[src/rtl/acondicionador_entradas_alarma.sv]
// Input conditioning for the car alarm: synchronises and debounces the door, ignition
// and light push-button lines, and turns the debounced button into a toggling light level.
module acondicionador_entradas_alarma #(
    parameter int N_SYNC          = 2,
    parameter int DEBOUNCE_CYCLES = 4
) (
    input  logic clk,
    input  logic reset,
    input  logic bLuz_raw,
    input  logic sPrta_raw,
    input  logic sIgn_raw,
    output logic sLuz,
    output logic sPrta,
    output logic sIgn,
    output logic pulso_luz
);

    localparam int CNT_W = (DEBOUNCE_CYCLES > 1) ? $clog2(DEBOUNCE_CYCLES) : 1;
    localparam logic [CNT_W-1:0] CNT_MAX = CNT_W'(DEBOUNCE_CYCLES - 1);
    localparam logic [CNT_W-1:0] CNT_ONE = CNT_W'(1);

    // Channel 0 = light button, 1 = door, 2 = ignition
    logic [2:0] w_raw;
    logic [2:0] w_sync;
    logic [2:0] w_deb;
    logic [2:0] w_accept;
    logic       r_luz;
    logic       r_pulso;

    assign w_raw = {sIgn_raw, sPrta_raw, bLuz_raw};

    for (genvar g = 0; g < 3; g++) begin : g_chan
        logic [N_SYNC-1:0] r_sync;
        logic [CNT_W-1:0]  r_cnt;
        logic              r_deb;
        logic              w_s;

        assign w_s         = r_sync[N_SYNC-1];
        assign w_accept[g] = (w_s != r_deb) && (r_cnt == CNT_MAX);
        assign w_sync[g]   = w_s;
        assign w_deb[g]    = r_deb;

        // Any sample matching the accepted level discards all progress toward a change
        always_ff @(posedge clk or posedge reset) begin
            if (reset) begin
                r_sync <= '0;
                r_cnt  <= '0;
                r_deb  <= 1'b0;
            end else begin
                r_sync <= {r_sync[N_SYNC-2:0], w_raw[g]};
                if (w_s == r_deb) begin
                    r_cnt <= '0;
                end else if (r_cnt == CNT_MAX) begin
                    r_deb <= w_s;
                    r_cnt <= '0;
                end else begin
                    r_cnt <= r_cnt + CNT_ONE;
                end
            end
        end
    end

    // Only an accepted press toggles the light; the release is debounced but ignored
    always_ff @(posedge clk or posedge reset) begin
        if (reset) begin
            r_luz   <= 1'b0;
            r_pulso <= 1'b0;
        end else begin
            r_pulso <= 1'b0;
            if (w_accept[0] && w_sync[0]) begin
                r_luz   <= ~r_luz;
                r_pulso <= 1'b1;
            end
        end
    end

    assign sLuz      = r_luz;
    assign pulso_luz = r_pulso;
    assign sPrta     = w_deb[1];
    assign sIgn      = w_deb[2];

endmodule

[config.mk]
export PLATFORM = sky130hd
export DESIGN_NAME = acondicionador_entradas_alarma
export DESIGN_NICKNAME = d
export VERILOG_FILES = /design/src/rtl/acondicionador_entradas_alarma.sv
export SDC_FILE = /design/constraint.sdc
export NUM_CORES = 1
export LEC_CHECK = 0
export ABC_AREA = 1
export CORE_AREA = 3 3 40 42
export CTS_BUF_LIST = sky130_fd_sc_hd__clkbuf_8
export CTS_CLUSTER_DIAMETER = 50
export DETAILED_ROUTE_END_ITERATION = 8
export DIE_AREA = 0 0 43 45
export GPL_TIMING_DRIVEN = 0
export PLACE_DENSITY = 0.71
export SLEW_MARGIN = 10
export SYNTH_ARGS = -nofsm -noshare
export SYNTH_HDL_FRONTEND = slang
export SYNTH_SLANG_ARGS = --single-unit
[constraint.sdc]
create_clock -name clk -period 2.5 [get_ports clk]
set_clock_uncertainty 0.2 [all_clocks]
set_input_delay 0.375 -clock clk [delete_from_list [all_inputs] [get_ports clk]]
set_output_delay 0.375 -clock clk [all_outputs]
set_load 0.02 [all_outputs]
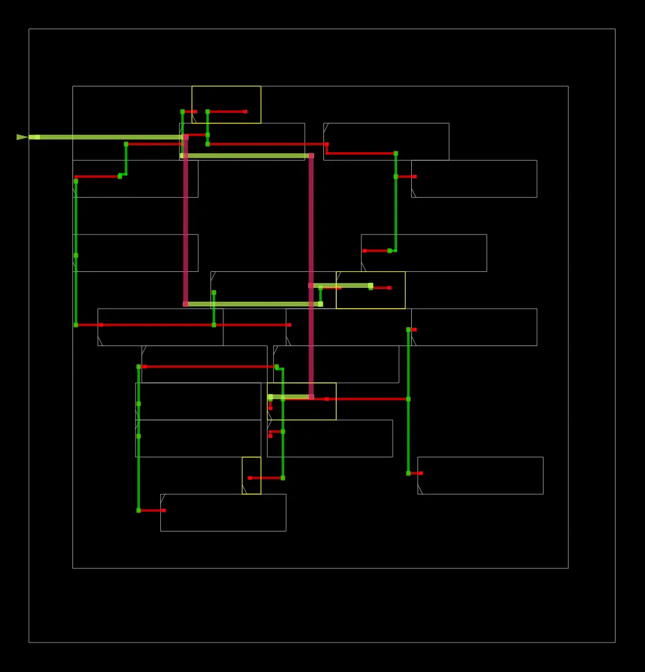
(run_1/clock_nets.png)
clk pwr: 192 uW
CTS sink cnt: 17
CLK BUF: 3

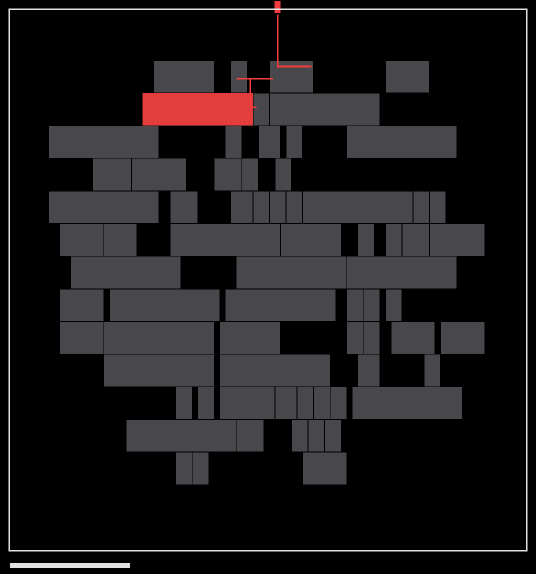
(run_1/port_trees.png)
Scale bar: 10 um.
| color | port | bits | direction | edge | end cells | buffers | wire |
|---|---|---|---|---|---|---|---|
| red | sLuz | 1 | output | north | 1 | 1 | 12.7 um |

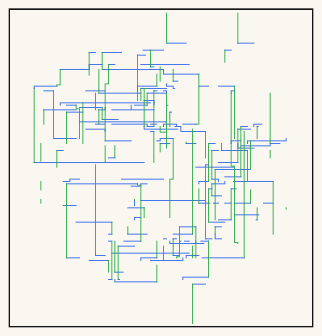
(run_1/layers.png)
Only two layers are drawn.
| color | layer | wire length |
|---|---|---|
| blue | M1 | 368 um |
| green | M2 | 384 um |

==> out/qor.csv, run 1 <==
stage,metric,value,unit
run_status,outcome,"complete, no violations",
global_routing,vias in the first global route,363,
synthesis,Synth Instances,58,
die,chip height,45,um
place,Final GP Congestion,0.7371,
synthesis,Synth Cell Area,629.4,um2
pwr,worst vdd ir,0.0004545,V
place,I/O Buffers,8,
finish,FILL cells,111,
pwr,Top pwr grp,registers,
global_routing,first-pass GRT wire length,1455,um
finish,clock-cell share of area,5.825,%
pwr,Clk pwr share,23.5,%
synthesis,Ys Warns,0,
drt,Pre-antenna DRT Iters,4,
place,DP HPWL,612.9,um
pwr,leakage power,0.4052,nW
drt,Post-Route WL,843,um
worst_setup_path,CP max FO,3,
timing,setup TNS,0,ns
clocking,clock-pin slew on the worst setup and hold paths,0.06,ns
finish,final core occ,60.18,%
worst_setup_path,Critical Path RT,1.92,ns
synthesis,Top area cell types,"dfrtp_1 68%, nand2_1 7.8%, inv_1 6.6%",
timing,final worst slack,0.6862,ns
die,die x size,43,um
drt,drc violations,0,
clocking,worst-case clock buffer depth,2,
finish,layout cell share with drive strength beyond 1,5.714,%
synthesis,Synth area leader,dfrtp_1,
timing,min cycle time layout,1.814,ns
synthesis,fraction of registers with async set/reset,100.0,%
pwr,Power Internal,567.8,uW
global_routing,GRT overflow,0,
pwr,Logic power comb,239,uW
global_routing,largest net degree at the start of global routing,18,
pwr,Logic pwr share,29.2,%
synthesis,syn_area_per_cell,10.85,um2
finish,flop share of the area,55.02,%
global_routing,Overall Global Routing Usage,11.11,%
die,core area,1285,um2
finish,inverters,11,
synthesis,Synth cell types,11,
finish,number of flip-flops and latches,17,
worst_setup_path,"Buf+Inv Stages, Crit Path",1,
worst_setup_path,cell family with most CP delay,buffers and inverters,
timing,RSZ-0062 raised after global routing,false,
synthesis,yosys synthesis chip area,629.4,um2
worst_hold_path,min-delay worst type,flop to flop,
worst_setup_path,Max stage delay on crit path,0.61,ns
timing,Max-slew headroom,59.62,%
run 1: registers in the layout, indices dropped and copies added (netlist names):
| register | count |
|---|---|
| sPrta | 1 |
| sLuz | 1 |
| g_chan.r_deb | 1 |
| g_chan.r_sync | 6 |
| g_chan.r_cnt | 6 |
| pulso_luz | 1 |
| sIgn | 1 |
run 1: final timing paths:
kind | startpoint | to | slack [ns] | cells past startpoint
max | sIgn$_DFFE_PP0P_ | sIgn | 0.69 | 1
min reg2reg | g_chan[0].r_sync[0]$_DFF_PP0_ | g_chan[0].r_sync[1]$_DFF_PP0_ | 0.15 | 0
min in group asynchronous | reset | sIgn$_DFFE_PP0P_ | 0.30 | 2
max in group asynchronous | reset | g_chan[2].r_cnt[0]$_DFF_PP0_ | 1.41 | 2
min | g_chan[0].r_sync[0]$_DFF_PP0_ | g_chan[0].r_sync[1]$_DFF_PP0_ | 0.15 | 0
max reg2reg | g_chan[0].r_cnt[0]$_DFF_PP0_ | g_chan[0].r_cnt[0]$_DFF_PP0_ | 1.27 | 3
run 1: kinds of logic (layout without fill, tap and decap cells):
group                    after synthesis  count (layout)  share of synthesized area, %
AND-OR/OR-AND                          5               5                         4.970
adder cells (fa/ha/maj)                3               3                         5.965
buffers and inverters                 11              23                         6.561
flip-flops                            17              17                         67.59
AND/OR/NAND/NOR                       22              22                         14.91
run 1: cell usage in the layout (no fill, tap or decap):
cell	n
a21boi_1	1
a21oi_2	1
clkbuf_8	3
clkdlybuf4s50_1	8
dfrtp_1	17
ha_1	3
inv_1	12
nand2_1	13
nand3_1	1
nand4_1	1
nor2_1	4
o21ai_0	3
or2_0	3
run 1: per-layer routing:
layer,track usage (%),wire length [um]
met1,11.98,368
met2,15.87,383
met3,6.375,61
met4,9.036,29
met5,0,0
--- run 2 (diff from run 1) ---
clock period = 1.8 ns   (was 2.5 ns; I/O delays follow)
==> run 2 against run 1 <==
Global-route usage unchanged. Clock power increased by 39%. Register-to-register slack got worse by 0.70 ns. Worst hold slack unchanged. Via count unchanged. Combinational power increased by 39%. Wire length unchanged. Synthesized cell count unchanged. First-iteration DRC count unchanged.
==> out/qor.csv, run 2 <==
stage,metric,value,unit,change
run_status,outcome,"complete, no violations",,unchanged
synthesis,yosys cell count,58,,unchanged
timing,final worst slack,0.09122,ns,was 0.6862 ns
place,post-place setup slack,0.3514,ns,was 0.9464 ns
timing,setup TNS,0,ns,unchanged
timing,Fin. Hold Viols,0,,unchanged
global_routing,grt peak-use layer,met2,,unchanged
timing,RSZ-0062 raised after global routing,false,,unchanged
worst_setup_path,"Buf+Inv Stages, Crit Path",1,,unchanged
worst_setup_path,crit start category,flop,,unchanged
drt,uppermost routed layer,met4,,unchanged
timing,Slew @ Worst Pin,0.6050,ns,unchanged
finish,largest registers,"g_chan.r_cnt: 6 flops, g_chan.r_sync: 6 flops",,unchanged
finish,Layout area overhead,22.86,%,unchanged
global_routing,Overall Global Routing Usage,11.11,%,unchanged
synthesis,Synth Instances,58,,unchanged
clocking,CTS H-tree depth,1,,unchanged
drt,routed metal-1 wire length,368,um,unchanged
die,core area,1285,um2,unchanged
finish,final instance area,773.2,um2,unchanged
drt,Post-Route WL,843,um,unchanged
worst_setup_path,Crit Path Category,flop to output pin,,unchanged
timing,min cycle time layout,1.709,ns,
synthesis,Synth Cell Area,629.4,um2,unchanged
finish,layout cell share with drive strength beyond 1,5.714,%,unchanged
drt,drc violations,0,,unchanged
clocking,CTS Hold Bufs,0,,unchanged
finish,final core occ,60.18,%,unchanged
place,DP HPWL,612.9,um,unchanged
synthesis,Synth area leader,dfrtp_1,,unchanged
global_routing,first-pass GRT wire length,1455,um,unchanged
run,max_cap viols,0,,unchanged
finish,nets,79,,unchanged
synthesis,Synth Flop Type,dfrtp_1,,unchanged
synthesis,Ys Warns,0,,unchanged
synthesis,fraction of registers with async set/reset,100.0,%,unchanged
finish,Top Layout Cells,"17 x dfrtp_1, 13 x nand2_1, 12 x inv_1",,unchanged
clocking,CTS root buffer,clkbuf_8,,unchanged
die,floorplan row count,13,,unchanged
clocking,TritonCTS Buffers,3,,unchanged
global_routing,largest net degree at the start of global routing,18,,unchanged
worst_setup_path,Critical Path RT,1.33,ns,was 1.92 ns
worst_setup_path,critical path capture point type,output pin,,unchanged
drt,met2 WL,383,um,unchanged
clocking,CTS sink cnt,17,,unchanged
global_routing,M3 GR Usage,6.375,%,unchanged
global_routing,initial antenna violation count,0,,unchanged
finish,Top cell excl fill/tap,dfrtp_1,,unchanged
drt,Pre-antenna DRT Iters,4,,unchanged
drt,DR iter-0 viols,6,,unchanged
synthesis,syn_area_per_cell,10.85,um2,unchanged
worst_setup_path,crit-path cells,clkdlybuf4s50_1,,unchanged
synthesis,Top-area cell share,67.59,%,unchanged
die,die area,1935,um2,unchanged
timing,pins over their slew limit,0,,unchanged
drt,Vias/cell,4.753,,unchanged
pwr,leakage power,0.4052,nW,unchanged
die,Pre-Place Util,48.98,%,unchanged
global_routing,vias in the first global route,363,,unchanged
worst_setup_path,Max stage delay on crit path,0.61,ns,about the same
worst_setup_path,CP max FO,3,,unchanged
timing,cycle use final,94.93,%,
synthesis,Synth cell types,11,,unchanged
die,die x size,43,um,unchanged
synthesis,Top area cell types,"dfrtp_1 68%, nand2_1 7.8%, inv_1 6.6%",,unchanged
synthesis,yosys synthesis chip area,629.4,um2,unchanged
pwr,worst vdd ir,0.0006312,V,was 0.0004545 V
global_routing,GRT overflow,0,,unchanged
die,chip height,45,um,unchanged
drt,DR WL met3,61,um,unchanged
worst_hold_path,min-delay worst type,flop to flop,,unchanged
drt,Via Count,404,,unchanged
place,Final GP Congestion,0.7371,,unchanged
place,I/O Buffers,8,,unchanged
worst_setup_path,"setup slack, reg-to-reg",0.57,ns,was 1.27 ns
worst_setup_path,cell family with most CP delay,buffers and inverters,,unchanged
timing,Max-slew headroom,59.62,%,unchanged
die,io pins,9,,unchanged
global_routing,GRT met2 Usage,15.87,%,unchanged
worst_setup_path,Arrival @ worst endpoint,1.24,ns,about the same
finish,FILL cells,111,,unchanged
clocking,clock-pin slew on the worst setup and hold paths,0.06,ns,about the same
clocking,worst-case clock buffer depth,2,,unchanged
global_routing,met1 Resource Use GR,11.98,%,unchanged
run 2: path summary, 6_finish.rpt:
path | from | end | depth (start not counted)
worst max-delay path | sIgn$_DFFE_PP0P_ | sIgn | 1
worst min-delay path | g_chan[0].r_sync[0]$_DFF_PP0_ | g_chan[0].r_sync[1]$_DFF_PP0_ | 0
worst max register to register | g_chan[0].r_cnt[0]$_DFF_PP0_ | g_chan[0].r_cnt[0]$_DFF_PP0_ | 3
worst min register to register | g_chan[0].r_sync[0]$_DFF_PP0_ | g_chan[0].r_sync[1]$_DFF_PP0_ | 0
max in group asynchronous | reset | g_chan[2].r_cnt[0]$_DFF_PP0_ | 2
min in group asynchronous | reset | sIgn$_DFFE_PP0P_ | 2
run 2: kinds of logic (layout without fill, tap and decap cells):
kind of cell / Yosys count / in the layout / share of synthesized area, %
and+or+nand+nor: 22 / 22 / 14.91
DFF: 17 / 17 / 67.59
buffers and inverters: 11 / 23 / 6.561
AOI/OAI and AO/OA: 5 / 5 / 4.970
adders and majority gates: 3 / 3 / 5.965
run 2: cell type report:
class	instances	area (um2)	share of cell area [%]
repair buffers	8	80.08	10.36
flip-flops and latches	17	425.4	55.02
well taps	15	18.77	2.427
multi-input cells	30	162.7	21.04
clock buffers	3	41.29	5.340
clock inverters	1	3.754	0.4854
inverters	11	41.29	5.340
run 2: per-stage QoR:
step,power (mW),cells,hold slack (ns)
CTS,1.161,85,0.1495
finish,1.136,85,0.1483
global route,1.233,85,0.1548
floorplan,0.7562,58,-0.003931
detailed placement,0.8809,81,0.1355
global placement,0.8570,81,0.1336
run 2: report_power, final:
part / switching (mW) / internal [mW] / leakage (nW)
combinational: 0.180 / 0.152 / 0.167
sequential: 0.0511 / 0.486 / 0.211
clock: 0.116 / 0.151 / 0.0269
total: 0.347 / 0.789 / 0.405
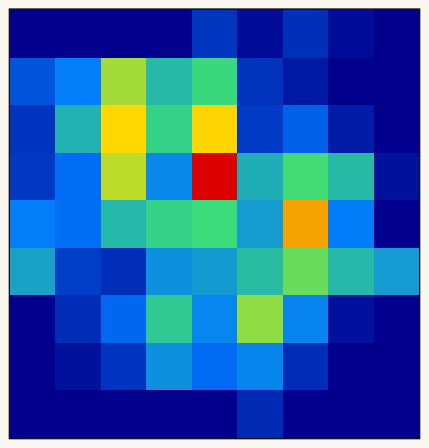
(run_2/route_heat.png)
The die is cut into 9 by 9 equal tiles; dark blue is low, red is high, scaled to the fullest tile. Values are wire area over tile area, all layers added.
nearly empty tiles: 27%
densest ninth of the die: center
fullest tile: 0.32

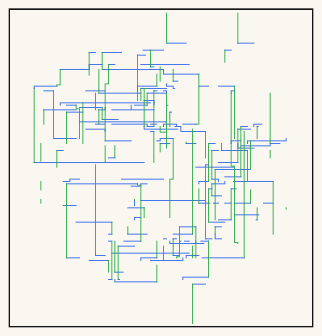
(run_2/layers.png)
Only two layers are drawn.
| color | layer | wire length |
|---|---|---|
| green | M2 | 384 um |
| blue | M1 | 368 um |

Power and IR drop assume default switching activity.
